**Floorplan with the power grid**

Bar = 20 um. Pins as bars on the die edge.
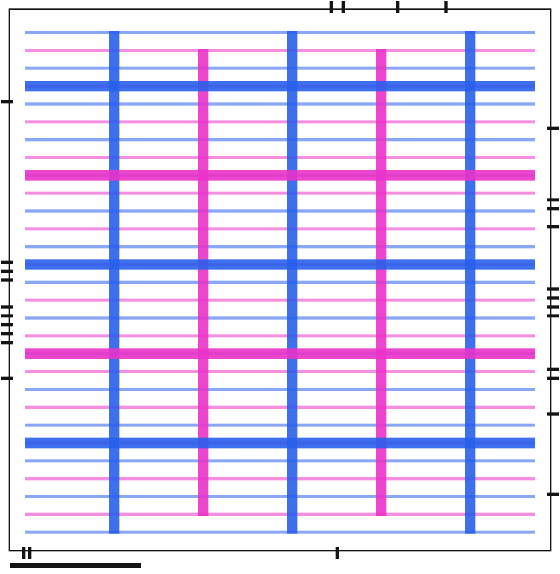
**Cell classes on the final placement**

Bar = 20 um.
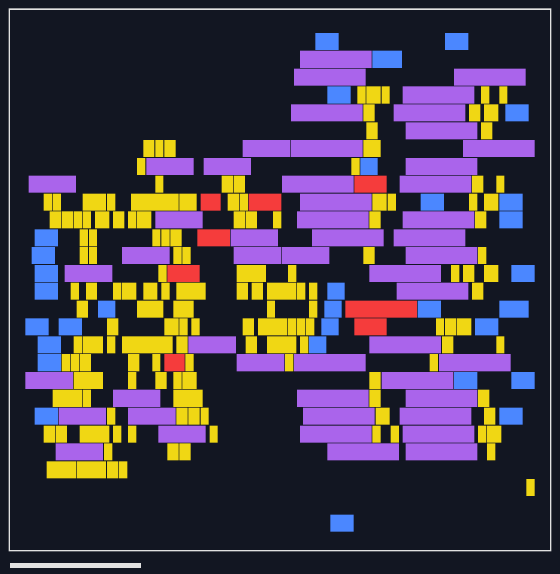
**Routed clock nets over the placement**

Bar = 20 um.
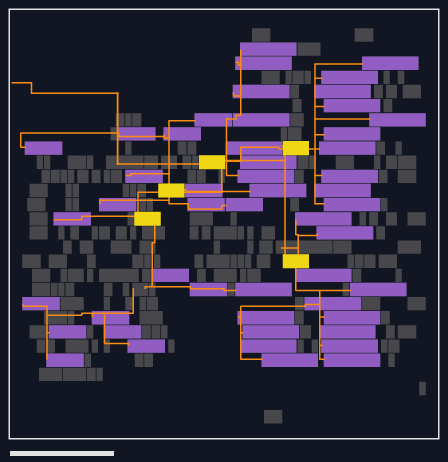
===== config.mk =====
export PLATFORM = sky130hd
export DESIGN_NAME = cam_frame_capture
export DESIGN_NICKNAME = d
export VERILOG_FILES = /design/src/rtl/cam_frame_capture.sv
export SDC_FILE = /design/constraint.sdc
export NUM_CORES = 1
export LEC_CHECK = 0
export ABC_AREA = 1
export CORE_MARGIN = 2
export CORE_UTILIZATION = 35
export CTS_BUF_LIST = sky130_fd_sc_hd__clkbuf_4 sky130_fd_sc_hd__clkbuf_8 sky130_fd_sc_hd__clkbuf_16
export DETAILED_ROUTE_END_ITERATION = 16
export MAX_ROUTING_LAYER = met4
export SLEW_MARGIN = 20
export SYNTH_ARGS = -nofsm -noshare
export SYNTH_HDL_FRONTEND = slang
export SYNTH_SLANG_ARGS = --single-unit

===== constraint.sdc =====
create_clock -name CLK -period 2.28 [get_ports CLK]
set_input_delay 0.228 -clock CLK [delete_from_list [all_inputs] [get_ports CLK]]
set_output_delay 0.228 -clock CLK [all_outputs]
set_load 0.03 [all_outputs]

===== src/rtl/cam_frame_capture.sv =====
// +-----------------------------------------------------------------------------+
// | Module   : cam_frame_capture                                                |
// | Brief    : Single-frame camera capture into a FWFT pixel buffer.            |
// |            Optional geometry check: CAM_FRAME_CAPTURE_GEOMCHK_EN            |
// | Revision : 1.0                                                              |
// +-----------------------------------------------------------------------------+
`default_nettype none

module cam_frame_capture #(
  parameter int WIDTH      = 3,
  parameter int HEIGHT     = 2,
  parameter int DATA_W     = 10,
  parameter int OUT_W      = 8,
  parameter int FIFO_DEPTH = 4
) (
  input  logic              CLK,
  input  logic              RST,
  input  logic              START,
  input  logic              CAM_FRAME_VALID,
  input  logic              CAM_LINE_VALID,
  input  logic [DATA_W-1:0] CAM_DATA,
  output logic [OUT_W-1:0]  PIX_DATA,
  output logic              PIX_VALID,
  input  logic              PIX_READY,
  output logic              BUSY,
  output logic              DONE,
  output logic              OVERFLOW,
  output logic              ERR
);

  localparam int c_col_w  = $clog2(WIDTH + 1);
  localparam int c_row_w  = $clog2(HEIGHT + 1);
  localparam int c_addr_w = $clog2(FIFO_DEPTH);
  localparam logic [c_col_w-1:0]  c_width  = c_col_w'(WIDTH);
  localparam logic [c_row_w-1:0]  c_height = c_row_w'(HEIGHT);
  localparam logic [c_addr_w:0]   c_depth  = (c_addr_w + 1)'(FIFO_DEPTH);

  typedef enum logic [1:0] {
    IDLE         = 2'd0,
    WAIT_FV_LOW  = 2'd1,
    WAIT_FV_HIGH = 2'd2,
    CAPTURE      = 2'd3
  } state_t;

  state_t r_state;
  state_t w_state_next;

  logic [c_col_w-1:0]  r_col;
  logic [c_row_w-1:0]  r_row;
  logic [c_row_w-1:0]  w_row_inc;
  logic                r_lv_d;
  logic                r_done;
  logic                r_overflow;
  logic [OUT_W-1:0]    r_mem [FIFO_DEPTH];
  logic [c_addr_w-1:0] r_wr_ptr;
  logic [c_addr_w-1:0] r_rd_ptr;
  logic [c_addr_w:0]   r_count;

  logic w_start_ok;
  logic w_enter_cap;
  logic w_frame_end;
  logic w_pix_cycle;
  logic w_lv_fall;
  logic w_wr_req;
  logic w_full;
  logic w_rd;
  logic w_wr;
  logic w_unused_data;

  always_ff @(posedge CLK) begin
    if (RST) r_state <= IDLE;
    else     r_state <= w_state_next;
  end

  always_comb begin
    w_state_next = r_state;
    BUSY         = (r_state != IDLE);
    case (r_state)
      IDLE:         if (START)            w_state_next = WAIT_FV_LOW;
      WAIT_FV_LOW:  if (!CAM_FRAME_VALID) w_state_next = WAIT_FV_HIGH;
      WAIT_FV_HIGH: if (CAM_FRAME_VALID)  w_state_next = CAPTURE;
      CAPTURE:      if (!CAM_FRAME_VALID) w_state_next = IDLE;
      default:                            w_state_next = IDLE;
    endcase
  end

  assign w_start_ok  = (r_state == IDLE) && START;
  assign w_enter_cap = (r_state == WAIT_FV_HIGH) && CAM_FRAME_VALID;
  assign w_frame_end = (r_state == CAPTURE) && !CAM_FRAME_VALID;
  assign w_pix_cycle = (r_state == CAPTURE) && CAM_FRAME_VALID && CAM_LINE_VALID;
  // A line also ends when frame valid drops together with line valid.
  assign w_lv_fall   = (r_state == CAPTURE) && r_lv_d && !w_pix_cycle;
  assign w_row_inc   = (r_row == c_height) ? r_row : r_row + 1'b1;
  assign w_wr_req    = w_pix_cycle && (r_col < c_width) && (r_row < c_height);

  always_ff @(posedge CLK) begin
    if (RST || w_enter_cap) begin
      r_col  <= '0;
      r_row  <= '0;
      r_lv_d <= 1'b0;
    end else if (r_state == CAPTURE) begin
      r_lv_d <= w_pix_cycle;
      if (w_lv_fall) begin
        r_col <= '0;
        r_row <= w_row_inc;
      end else if (w_pix_cycle && (r_col != c_width)) begin
        r_col <= r_col + 1'b1;
      end
    end else begin
      r_lv_d <= 1'b0;
    end
  end

  // Output buffer: first-word-fall-through, read side sees the head entry directly.
  assign w_rd   = PIX_VALID && PIX_READY;
  assign w_full = (r_count == c_depth);
  assign w_wr   = w_wr_req && (!w_full || w_rd);

  always_ff @(posedge CLK) begin
    if (w_wr) r_mem[r_wr_ptr] <= CAM_DATA[DATA_W-1 -: OUT_W];
  end

  always_ff @(posedge CLK) begin
    if (RST) begin
      r_wr_ptr <= '0;
      r_rd_ptr <= '0;
      r_count  <= '0;
    end else begin
      if (w_wr) r_wr_ptr <= r_wr_ptr + 1'b1;
      if (w_rd) r_rd_ptr <= r_rd_ptr + 1'b1;
      case ({w_wr, w_rd})
        2'b10:   r_count <= r_count + 1'b1;
        2'b01:   r_count <= r_count - 1'b1;
        default: r_count <= r_count;
      endcase
    end
  end

  always_ff @(posedge CLK) begin
    if (RST) begin
      r_done     <= 1'b0;
      r_overflow <= 1'b0;
    end else begin
      r_done <= w_frame_end;
      if (w_start_ok)                      r_overflow <= 1'b0;
      else if (w_wr_req && w_full && !w_rd) r_overflow <= 1'b1;
    end
  end

`ifdef CAM_FRAME_CAPTURE_GEOMCHK_EN
  logic               r_err;
  logic [c_row_w-1:0] w_row_final;
  logic               w_geom_bad;

  assign w_row_final = w_lv_fall ? w_row_inc : r_row;
  assign w_geom_bad  = (w_lv_fall && (r_row < c_height) && (r_col != c_width)) ||
                       (w_frame_end && (w_row_final != c_height));

  always_ff @(posedge CLK) begin
    if (RST)             r_err <= 1'b0;
    else if (w_start_ok) r_err <= 1'b0;
    else if (w_geom_bad) r_err <= 1'b1;
  end

  assign ERR = r_err;
`else
  assign ERR = 1'b0;
`endif

  // Low pixel bits are intentionally truncated.
  assign w_unused_data = ^CAM_DATA;

  assign PIX_DATA  = r_mem[r_rd_ptr];
  assign PIX_VALID = (r_count != '0);
  assign DONE      = r_done;
  assign OVERFLOW  = r_overflow;

endmodule

`default_nettype wire

==> results.txt <==
Summary of implementation figures.

Final layout
The most frequently placed logic cell in the final layout is sky130_fd_sc_hd__edfxtp_1. Per the final report, the share of cell area in clock cells is 0.0441. The fraction of layout cells with a size suffix above 1 is 0.0975.

The final instance count without filler cells is 311. The sequential share of cell area is 0.501. The number of non-clock buffers is 31. The class occupying the most area after layout is reported as flip-flops and latches. The post-synthesis to final-layout area growth is 22.8%.

For the completed layout, the total cell area is recorded as approximately 0.0026 sq mm. In the layout the commonest cells are 32 x sky130_fd_sc_hd__edfxtp_1, 31 x sky130_fd_sc_hd__nor2_1, 24 x sky130_fd_sc_hd__inv_1. The final antenna diode tally reported by the flow is 0.

In the final layout, the fill cell count is approximately 570. For this run, the post-layout net count is around 260. The fraction of the core area covered by cells at the end of the flow is 0.445. The number of combinational gates with multiple inputs is between 100 and 150.

The layout report lists the non-clock buffer share of cell area as 0.114. Multi-input logic gates represent a cell area share of 0.265.

Clock tree
In this run the clock root is driven by a sky130_fd_sc_hd__clkbuf_8. TritonCTS built the clock tree. The number of buffers created by CTS is 5.

Clock latency on the worst-skew pair, taken at its later pin, is about 300 ps. Looking at the post-CTS report, the setup buffer insertion count equals 0. The post-cts resize count is 0. For reference, the clock transition at the flip-flops on the worst setup and hold paths is about 90 ps.

Placement
During placement, the flow inserted port buffers numbering 25. The routability-driven placement congestion ratio is approximately 0.73. After legalization and detailed placement, the total HPWL measured roughly 2.5 mm. The pre-CTS setup slack is 243 ps. The post-place instance area is ~0.0025 sq mm.

Setup path
The critical path ends at PIX_DATA[0]. At the worst endpoint, the required time is roughly 2100 ps. Among cell families on the critical path, the largest total delay comes from buffers and inverters. The worst setup path is launched from a flop.

Per the timing report, the biggest fanout along the worst path comes to 9. The count of buffer and inverter cells on the critical path is 2. In this run the critical register-to-register path is launched from r_state[0]. The arrival time of data at the worst endpoint is listed as 1960 ps. The cell depth of the worst setup path is 4. STA reports a reg2reg setup slack of around 430 ps. The worst setup path is captured at an output pin.

Looking at the reg2reg group, the worst path ends at r_count[2]. The critical path in this run is classified as reg -> out. On the worst path, the slowest cell contributes a delay of around 700 ps. In this run the critical path is formed by inv_1, o21ai_0, o22ai_1, clkdlybuf4s50_1.

Route
After detailed routing, the number of vias per cell comes to around 4.5. Before antenna repair, the detailed router went through 4 iterations. The detailed router reports a met2 wire length of about 1.7 mm. The remaining design rule violation count is 0. The total number of vias is about 1400. The number of nets with antenna violations after routing is 0.

The total length of routed met3 wires is roughly 180 um. The total wirelength of the detailed-routed design is approximately 3.6 mm. The highest layer used for signal routing is met4. The detail-routed net length per standard cell is 11.7 um.

Floorplan
The initialized floorplan defines 28 standard-cell rows. The standard cell core area is around 0.0059 sq mm. The y dimension of the die is slightly above 80 um.

At the floorplan stage, the core utilization is reported as 0.363. The die is about 82 um wide. The number of primary I/O pins is 29.

Yosys
For this run, the chip area from Yosys synthesis comes to approximately 0.0021 sq mm. The share of the yosys chip area belonging to registers is 0.615. Per the synthesis report, the AND-OR/OR-AND share of the synthesized area is 0.117.

Of the post-synthesis cell area, the dominant cell type holds 0.448. The post-synthesis cell count is between 200 and 250. After synthesis the cells add up to around 0.0021 sq mm. The number of nets at floorplan is around 230.

The synthesis log from Yosys contains 0 warnings. In the post-synthesis netlist, the biggest area contributors are sky130_fd_sc_hd__edfxtp_1 45%, sky130_fd_sc_hd__dfxtp_1 17%, sky130_fd_sc_hd__ha_1 6.4%. Among all flip-flop cells after synthesis, the most frequent one is sky130_fd_sc_hd__edfxtp_1. After synthesis, the share of flip-flops with an asynchronous set or reset is 0. The dominant cell by count in the synthesized netlist is sky130_fd_sc_hd__edfxtp_1.

Of the total synthesized cell area, the portion taken by full adders, half adders and majority gates is 0.0734. The average instance area after synthesis is between 10 and 15 sq um. The flip-flop and latch count after synthesis is ~50.

Timing
After layout, the worst setup slack is 88.1 ps. The final hold violation count recorded for this run is 0. The post-route minimum period is 2190 ps. Across all hold checks on the routed design, the worst slack comes to 474 ps.

The setup TNS is 0 ps. For this run, the final setup violation count is recorded as 0. On the final layout, the worst clock skew is around 6.7 ps.

Pwr
The power consumption is about 2600 uW. The largest voltage drop on the vdd net is just over 0.7 mV. The leakage component of the power was reported as about 0.0010 uW. The power density of the placed cells is approximately 1000 mW/mm^2.

Global route
Entering global routing, the biggest net connects 18 pins. The global-route wire length before repair is about 5.9 mm. The number of global-route vias before repair is 1253.

In the global route stage, overall resource usage came out at 0.120. For met2 alone, demand over resource in global routing was 0.201. The global-route met3 utilization is 0.0315. The initial antenna violation count was 0. Per the GRT congestion report, total overflow comes to 0.

Status
The flow ran to the end, and the final reports show no timing, DRC or antenna violations.

Run
In this run the tools logged warnings totalling 35. The number of maximum-capacitance violations recorded for the run is 0.

Worst hold path
The type of the most critical hold path is reg -> reg.
Notes on 'floorplan with the power grid' above:
[magenta] VDD
[blue] VSS
signal pins: 29
rows: 28
met1 rails: 29

Notes on 'cell classes on the final placement' above:
[purple] flip-flops | cells: 50
[red] clock drivers and dummy loads | cells: 8
[blue] other buffers and delay cells | cells: 31
[yellow] all other logic | cells: 147

Notes on 'routed clock nets over the placement' above:
[purple] flip-flops | count: 50
[orange] clock wires | length: 511 um
[yellow] cells driving clock nets | count: 5
routed clock nets: 6

[how the worst min path moves through the flow]
stage	from	slack, ps	cells after the start	endpoint
final	r_rd_ptr[1]	470	2	flop
after global routing	r_row[0]	510	2	r_row[0]
after CTS	r_rd_ptr[1]	480	2	flop
after detailed placement	r_rd_ptr[1]	460	2	r_rd_ptr[1]
after global placement	r_rd_ptr[1]	450	2	r_rd_ptr[1]
after floorplan	CAM_FRAME_VALID	300	1	DONE
[sequential cells by signal, summed over array words and instances, names as in the netlist, named ones only]
name	cells
OVERFLOW	1
r_row	2
r_mem	32
r_state	2
r_lv_d	1
r_count	3
r_wr_ptr	2
r_col	2
r_rd_ptr	2
DONE	1
[power breakdown]
part	internal, uW	switching, uW	leakage [uW]
combinational	349	575	0.000514
sequential	1030	49.7	0.000434
clock	335	296	0.0000591
total	1710	921	0.00101
Power figures rest on the tool's default switching activity, not on a simulated workload.
